$ cat src/rtl/regfile_wb_arb.sv
// Round-robin writeback arbiter for the register-file write port, with starvation override.
// Define REGFILE_WB_BYPASS_EN to add same-cycle forwarding of the in-flight write to two read ports.
module regfile_wb_arb #(
  parameter int XLEN     = 32,
  parameter int AW       = 5,
  parameter int MAX_WAIT = 4
) (
  input  logic            clk,
  input  logic            rst_n,
  input  logic            hold,
  input  logic            req0_valid,
  output logic            req0_ready,
  input  logic [AW-1:0]   req0_addr,
  input  logic [XLEN-1:0] req0_data,
  input  logic            req1_valid,
  output logic            req1_ready,
  input  logic [AW-1:0]   req1_addr,
  input  logic [XLEN-1:0] req1_data,
`ifdef REGFILE_WB_BYPASS_EN
  input  logic [AW-1:0]   byp_addr_1,
  input  logic [AW-1:0]   byp_addr_2,
  input  logic [XLEN-1:0] rf_data_1,
  input  logic [XLEN-1:0] rf_data_2,
  output logic [XLEN-1:0] byp_data_1,
  output logic [XLEN-1:0] byp_data_2,
`endif
  output logic            wr_en,
  output logic [AW-1:0]   wr_addr,
  output logic [XLEN-1:0] wr_data,
  output logic            conflict
);

  localparam logic [3:0] MAX_WAIT_W = 4'(MAX_WAIT);

  logic            rr_q, rr_d;
  logic [3:0]      w0_q, w0_d, w1_q, w1_d;
  logic            wr_en_q, wr_en_d;
  logic [AW-1:0]   wr_addr_q, wr_addr_d;
  logic [XLEN-1:0] wr_data_q, wr_data_d;
  logic            conflict_q, conflict_d;

  logic            grant0, grant1, grant_any;
  logic            starve0, starve1;
  logic [AW-1:0]   gnt_addr;
  logic [XLEN-1:0] gnt_data;

  assign starve0 = (w0_q >= MAX_WAIT_W);
  assign starve1 = (w1_q >= MAX_WAIT_W);

  always_comb begin
    grant0 = 1'b0;
    grant1 = 1'b0;
    if (rst_n && !hold) begin
      if (req0_valid && !req1_valid) begin
        grant0 = 1'b1;
      end else if (req1_valid && !req0_valid) begin
        grant1 = 1'b1;
      end else if (req0_valid && req1_valid) begin
        if (starve0 && !starve1)      grant0 = 1'b1;
        else if (starve1 && !starve0) grant1 = 1'b1;
        else if (rr_q)                grant1 = 1'b1;
        else                          grant0 = 1'b1;
      end
    end
  end

  assign grant_any  = grant0 | grant1;
  assign gnt_addr   = grant1 ? req1_addr : req0_addr;
  assign gnt_data   = grant1 ? req1_data : req0_data;
  assign req0_ready = grant0;
  assign req1_ready = grant1;

  always_comb begin
    rr_d = rr_q;
    if (grant0) rr_d = 1'b1;
    if (grant1) rr_d = 1'b0;

    w0_d = w0_q;
    if (!req0_valid || grant0) w0_d = 4'd0;
    else if (w0_q != 4'hF)     w0_d = w0_q + 4'd1;

    w1_d = w1_q;
    if (!req1_valid || grant1) w1_d = 4'd0;
    else if (w1_q != 4'hF)     w1_d = w1_q + 4'd1;

    // x0 still completes the handshake and loads addr/data, but never enables the write
    wr_en_d   = grant_any && (gnt_addr != '0);
    wr_addr_d = grant_any ? gnt_addr : wr_addr_q;
    wr_data_d = grant_any ? gnt_data : wr_data_q;

    conflict_d = req0_valid && req1_valid && (req0_addr == req1_addr) && (req0_addr != '0);
  end

  always_ff @(posedge clk or negedge rst_n) begin
    if (!rst_n) begin
      rr_q       <= 1'b0;
      w0_q       <= 4'd0;
      w1_q       <= 4'd0;
      wr_en_q    <= 1'b0;
      wr_addr_q  <= '0;
      wr_data_q  <= '0;
      conflict_q <= 1'b0;
    end else begin
      rr_q       <= rr_d;
      w0_q       <= w0_d;
      w1_q       <= w1_d;
      wr_en_q    <= wr_en_d;
      wr_addr_q  <= wr_addr_d;
      wr_data_q  <= wr_data_d;
      conflict_q <= conflict_d;
    end
  end

  assign wr_en    = wr_en_q;
  assign wr_addr  = wr_addr_q;
  assign wr_data  = wr_data_q;
  assign conflict = conflict_q;

`ifdef REGFILE_WB_BYPASS_EN
  assign byp_data_1 = (wr_en_q && (wr_addr_q == byp_addr_1) && (byp_addr_1 != '0)) ? wr_data_q : rf_data_1;
  assign byp_data_2 = (wr_en_q && (wr_addr_q == byp_addr_2) && (byp_addr_2 != '0)) ? wr_data_q : rf_data_2;
`endif

endmodule

$ cat config.mk
export PLATFORM = sky130hd
export DESIGN_NAME = regfile_wb_arb
export DESIGN_NICKNAME = d
export VERILOG_FILES = /design/src/rtl/regfile_wb_arb.sv
export SDC_FILE = /design/constraint.sdc
export NUM_CORES = 1
export LEC_CHECK = 0
export CORE_MARGIN = 2
export CORE_UTILIZATION = 43
export CTS_CLUSTER_DIAMETER = 50
export CTS_CLUSTER_SIZE = 8
export DETAILED_ROUTE_END_ITERATION = 6
export PLACE_DENSITY = 0.94
export REMOVE_ABC_BUFFERS = 1
export SLEW_MARGIN = 25
export SYNTH_ARGS = -nofsm -noshare
export SYNTH_HDL_FRONTEND = slang
export SYNTH_SLANG_ARGS = --single-unit
$ cat constraint.sdc
create_clock -name clk -period 2.6 [get_ports clk]
set_input_delay 0.26 -clock clk [delete_from_list [all_inputs] [get_ports clk]]
set_output_delay 0.26 -clock clk [all_outputs]
set_load 0.01 [all_outputs]
==> flow_summary.yaml, run 1 <==
# implementation run metrics
timing:
  rsz0062_at_grt: "false"
  relSlewSlack: 0.600
  worst_pin_slew_ns: 0.600
  holdWs_ns: 0.330
  setup_viol: 0
  clock.fmax_mhz: 417
  slew_violations: 0
  min_period_over_period: 0.923
  hold_violations: 0
critical_path:
  path_buffers: 2
  r2r_slack_ns: 0.59
  crit_path_start_kind: "flip-flop"
  endpoint: "req0_ready"
  path_delay_family: "buffers and inverters"
  crit_chain: "o21bai_1, a22o_1, or3_1, inv_1, clkdlybuf4s50_1"
  path_depth: 5
  regToRegEndpoint: "w1_q[2]$_DFFE_PN0P_"
  arrival_ns: 2.14
  endpoint_kind: "output port"
  worstPathRequired_ns: 2.34
  path_max_fanout: 6
  cp_slowest_stage_delay_ns: 0.53
  reg2regPathDepth: 5
  crit_slowest_cell: "clkdlybuf4s50_1"
  rr_startpoint: "w1_q[2]$_DFFE_PN0P_"
  critPathKind: "reg2out"
power_and_ir_drop:
  power_frac_comb: 0.313
  p_int_w: 0.00159
  pwr-share-seq: 0.426
  p_sw_frac: 0.273
  fin_total_pwr_w: 0.00219
  ir_drop_mv: 0.538
  p_per_area_nw_per_um2: 593
  power_frac_clock: 0.260
  switchingPower_w: 0.000597
yosys:
  async_flop_share: 1.00
  ys_seq_share: 0.523
  top_cells_by_area: "dfrtp_1 (52%), a21oi_1 (9.4%), o22a_1 (6.1%)"
  mappedNetlistArea_um2: 2290
  synth_area_leader_cell: "dfrtp_1"
  yosysTopAreaCellShare: 0.523
  top_cells_by_count: "dfrtp_1 (48), a21oi_1 (43), nor2_1 (31)"
  ff_type: "dfrtp_1"
  synth_area_per_cell_um2: 9.64
  edf_count: 0
  yosysWarnings: 0
  synth_cells: 238
  ys_cells: 238
  synth_cell_type_count: 36
  yosys_area_um2: 2290
  yosys_register_bits: 48
floorplanning:
  initial_core_util: 0.446
  die_area_um2: 5940
  core_area_um2: 5140
  die_y_um: 77.1
  ios: 120
  rows: 26
drt:
  drt_iter0_markers: 161
  num_vias: 2288
  viasPerCell: 5.32
  dr.pass1.iters: 4
  route.detailed.drc: 0
  wire_per_inst_um: 15.8
  wl_mm: 6.78
placement:
  post-place-cells: 421
  place.detailed.hpwl_mm: 5.01
  port_buffers: 119
clocking:
  clkSlewWorstSetupHoldPaths_ns: 0.09
  hold_buffers: 1
  post_cts_resized: 0
  cts-root-buf: "clkbuf_8"
  cts_tree: "done"
  cts_buffers: 5
run_status:
  outcome: "complete, no violations"
global_route:
  grtUsageTotal: 0.238
  grt_remaining_overflow: 0
  grt_pass1_vias: 2273
  grt_max_degree: 48
  antenna_found_initial: 0
layout:
  area_delta_synth_final_pct: 60.6
  fill_cells: 416
  antennaDiodeCount: 0
  lay_top_cells: "clkdlybuf4s50_1 (118), dfrtp_1 (48), a21oi_1 (43)"
  final_nets: 440
min_path:
  hp-class: "in2async"
flow_run:
  warnings: 25
  maxCapViolCount: 0
-- run 1: power groups by stage --
stage | clock network [W] | logic, W | registers, W
CTS | 0.000581 | 0.000692 | 0.000933
global route | 0.000624 | 0.000739 | 0.000951
global placement | 0 | 0.000664 | 0.000939
floorplan | 0 | 0.000206 | 0.000995
detailed placement | 0 | 0.000688 | 0.000948
finish | 0.000570 | 0.000685 | 0.000933
-- run 1: stage by stage --
step | instance area (um^2) | worst slack, ns | util
floorplan | 2220 | 0.0433 | -
global placement | 3550 | 0.320 | 0.692
detailed placement | 3550 | 0.293 | 0.692
CTS | 3690 | 0.176 | 0.717
global route | 3690 | 0.0846 | 0.717
finish | 3690 | 0.200 | 0.717
-- run 1: kinds of logic (layout without fill, tap and decap cells) --
family,Yosys count,in the layout,synth area share
AND-OR/OR-AND,87,87,0.249
AND/OR/NAND/NOR,75,75,0.143
XOR/XNOR,6,6,0.0229
buffers and inverters,18,140,0.0420
adder cells (fa/ha/maj),2,2,0.0109
flip-flops,48,48,0.523
multiplexers,2,2,0.00872
-- run 1: final cells by class --
cell class              instances  area [um^2]  share of cell area
repair buffers                127         1250               0.339
flip-flops and latches         48         1200               0.326
well taps                      70         87.6              0.0238
clock inverters                 2         38.8              0.0105
clock buffers                   6         82.6              0.0224
multi-input cells             172         1010               0.274
inverters                       5         18.8             0.00509
-- run 1: flip-flops by register name (all words and copies together), names as in the netlist --
name / cells
wr_data: 32
wr_addr: 5
w0_q: 4
w1_q: 4
conflict: 1
rr_q: 1
wr_en: 1
-- run 1: metal layers --
layer / track usage / routed length (um) / vias to the layer above
met3: 0.0694 / 539 / 10
li1: - / - / 1079
met2: 0.432 / 3620 / 113
met4: 0.0518 / 85 / 0
met1: 0.278 / 2540 / 1086
met5: 0 / 0 / -
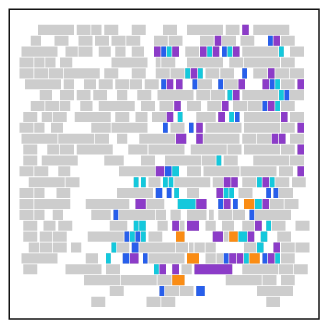
run_1/gates.png
Drawn at 4 px/um.
family	color	cells	most used
aoi and oai cells	purple	52	a21oi_1
nor cells	cyan	38	nor2_1
and/or cells	orange	6	or4_1
nand cells	blue	31	nand2_1
most frequent logic cell in the layout: clkdlybuf4s50_1
Non-Filler Instances: 430
logic share of the area: 0.274

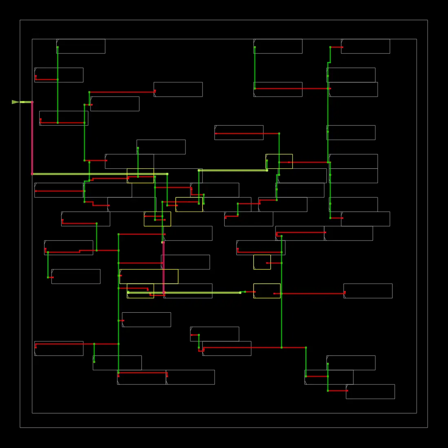
run_1/clock_nets.png
CTS sink count: 48
clock skew: 0.00505 ns
Latency at later pin: 0.30 ns

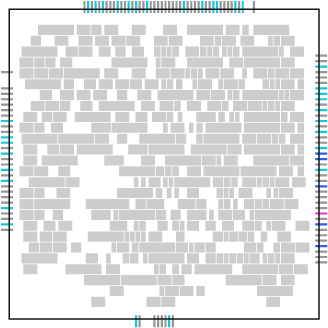
run_1/pinout.png
Drawn at 4 px/um. Pins as bars across the die edge, other pins in gray.
port	color	pins	direction	edge
wr_en	magenta	1	output	right
wr_data	cyan	32	output	13 top, 9 right, 8 left, 2 bottom
wr_addr	blue	5	output	right
all pins by edge	45 top, 39 right, 28 left, 8 bottom

## Run 2: what changed since run 1
--- a/config.mk
+++ b/config.mk
@@ -11,7 +11,6 @@
 export CTS_CLUSTER_SIZE = 8
 export DETAILED_ROUTE_END_ITERATION = 6
 export PLACE_DENSITY = 0.94
-export REMOVE_ABC_BUFFERS = 1
 export SLEW_MARGIN = 25
 export SYNTH_ARGS = -nofsm -noshare
 export SYNTH_HDL_FRONTEND = slang
==> flow_summary.yaml, run 2 <==
# implementation run metrics
run_status:
  outcome: "complete, no violations"
global_route:
  grt_remaining_overflow: 0
  grt_max_degree: 45
  grtUsageTotal: 0.244
  grt_pass1_vias: 2382
  antenna_found_initial: 0
yosys:
  synth_area_leader_cell: "dfrtp_1"
  mappedNetlistArea_um2: 2290
  synth_cells: 238
  yosys_area_um2: 2290
  top_cells_by_count: "dfrtp_1 (48), a21oi_1 (43), nor2_1 (31)"
  ys_seq_share: 0.523
  yosysTopAreaCellShare: 0.523
  ff_type: "dfrtp_1"
  async_flop_share: 1.00
  edf_count: 0
  yosys_register_bits: 48
  synth_cell_type_count: 36
  yosysWarnings: 0
  ys_cells: 238
  top_cells_by_area: "dfrtp_1 (52%), a21oi_1 (9.4%), o22a_1 (6.1%)"
flow_run:
  warnings: 26
  maxCapViolCount: 0
layout:
  utilization: 0.720
  combGateArea_um2: 1020
  largest_reg_flops: 32
  antennaDiodeCount: 0
  stdcell_area_um2: 3700
  final_nets: 440
  lay_top_count: "clkdlybuf4s50_1"
  instances_no_fill: 430
  fill_cells: 372
  area_delta_synth_final_pct: 61.2
  final-seq-area_um2: 1200
  lay_top_cells: "clkdlybuf4s50_1 (118), dfrtp_1 (48), a21oi_1 (43)"
critical_path:
  crit_path_start_kind: "primary input"
  worstPathRequired_ns: 2.34
  endpoint_kind: "output port"
  crit_slowest_cell: "dlygate4sd3_1"
  rr_startpoint: "w1_q[3]$_DFFE_PN0P_"
  crit_chain: "dlygate4sd3_1, buf_2, nand2b_1, or3_1, inv_1, clkdlybuf4s50_1"
  path_max_fanout: 7
  arrival_ns: 2.20
  reg2regPathDepth: 5
  cp_slowest_stage_delay_ns: 0.57
  r2r_slack_ns: 0.59
  regToRegEndpoint: "w1_q[2]$_DFFE_PN0P_"
timing:
  setup_viol: 0
  worst_pin_slew_ns: 0.557
  holdWs_ns: 0.392
  clock.fmax_mhz: 406
  hold_violations: 0
  min_period_over_period: 0.947
  relSlewSlack: 0.628
  slew_violations: 0
  rsz0062_at_grt: "false"
power_and_ir_drop:
  seq-power_w: 0.000935
  p_leak_nw: 1.57
  switchingPower_w: 0.000590
  power_leader: "sequential cells"
  power_frac_comb: 0.311
  fin_total_pwr_w: 0.00221
  p_sw_frac: 0.268
  p_per_area_nw_per_um2: 597
  pwr-share-seq: 0.424
  p_int_w: 0.00162
  ir_drop_mv: 0.252
  power_frac_clock: 0.265
  powerComb_w: 0.000686
floorplanning:
  die_y_um: 77.1
  rows: 26
  initial_core_util: 0.446
  core_area_um2: 5140
  die_area_um2: 5940
clocking:
  post_cts_resized: 0
  cts-root-buf: "clkbuf_8"
  cts_sinks: 48
  clkSlewWorstSetupHoldPaths_ns: 0.08
  clkLatencyLatePin_ns: 0.30
  cts_tree: "done"
placement:
  place.detailed.hpwl_mm: 5.08
  pre_cts_slack_ns: 0.356
  post-place-cells: 421
  port_buffers: 119
  postPlaceCellArea_um2: 3560
drt:
  drt_iter0_markers: 147
  viasPerCell: 5.33
  wl_mm: 6.91
  num_vias: 2291
  wire_per_inst_um: 16.1
  dr.pass1.iters: 4
  route.detailed.drc: 0
min_path:
  hp-class: "in2async"
[run 2: area by class of cell]
| type | count | share of cell area |
|---|---|---|
| inverters | 5 | 0.00507 |
| clock inverters | 1 | 0.00812 |
| multi-input cells | 172 | 0.275 |
| repair buffers | 127 | 0.338 |
| flip-flops and latches | 48 | 0.325 |
| clock buffers | 7 | 0.0260 |
| well taps | 70 | 0.0237 |
[run 2: logic make-up (layout without fill, tap and decap cells)]
| family | Yosys count | count (layout) | synth area share |
|---|---|---|---|
| buffers and inverters | 18 | 140 | 0.0420 |
| xor gates and xnor gates | 6 | 6 | 0.0229 |
| and+or+nand+nor | 75 | 75 | 0.143 |
| DFF | 48 | 48 | 0.523 |
| adders and majority gates | 2 | 2 | 0.0109 |
| muxes | 2 | 2 | 0.00872 |
| AOI/OAI and AO/OA | 87 | 87 | 0.249 |
[run 2: how the worst max path moves through the flow]
stage | from | slack, ns | endpoint
final | rst_n | 0.14 | req0_ready
after global routing | rst_n | 0.07 | req0_ready
after CTS | rst_n | 0.15 | req0_ready
after detailed placement | req1_valid | 0.36 | req0_ready
after global placement | req1_valid | 0.38 | req0_ready
after floorplan | w1_q[3]$_DFFE_PN0P_ | 0.93 | req0_ready
[run 2: worst max-delay path, delay by kind of cell]
family,cells,cell delay (ns)
simple gates,2,0.55
buf+inv,4,1.39
[run 2: metal layers]
layer	track usage	vias up	routed length, um
met5	0	-	0
met4	0.0500	0	45
met3	0.0741	4	462
met2	0.423	82	3530
met1	0.302	1118	2870
li1	-	1087	-
[run 2: repair_timing]
| item | in CTS | in global routing |
|---|---|---|
| buffers inserted | 0 | 0 |
| hold endpoints to repair | 4 | 0 |
| hold buffers | 1 | 0 |
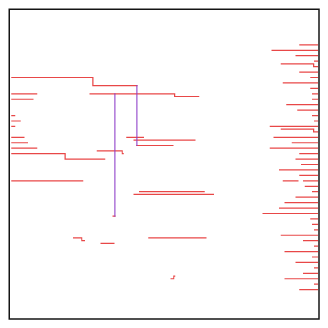
run_2/layers.png
Drawn at 4 px/um. Only two layers are drawn.
layer	color	wire length
M4	purple	45.6 um
M3	red	463 um

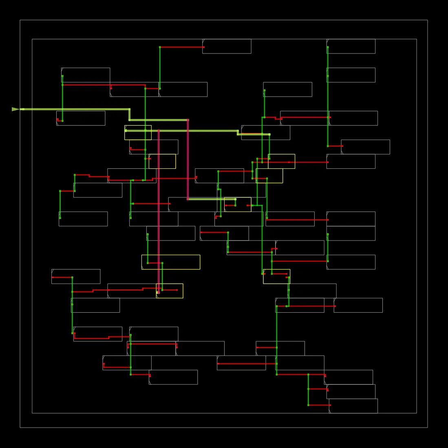
run_2/clock_nets.png
Num CTS Buffers: 5
clk pwr: 0.000585 W
clock skew: 0.00861 ns

Power figures rest on the tool's default switching activity, not on a simulated workload.
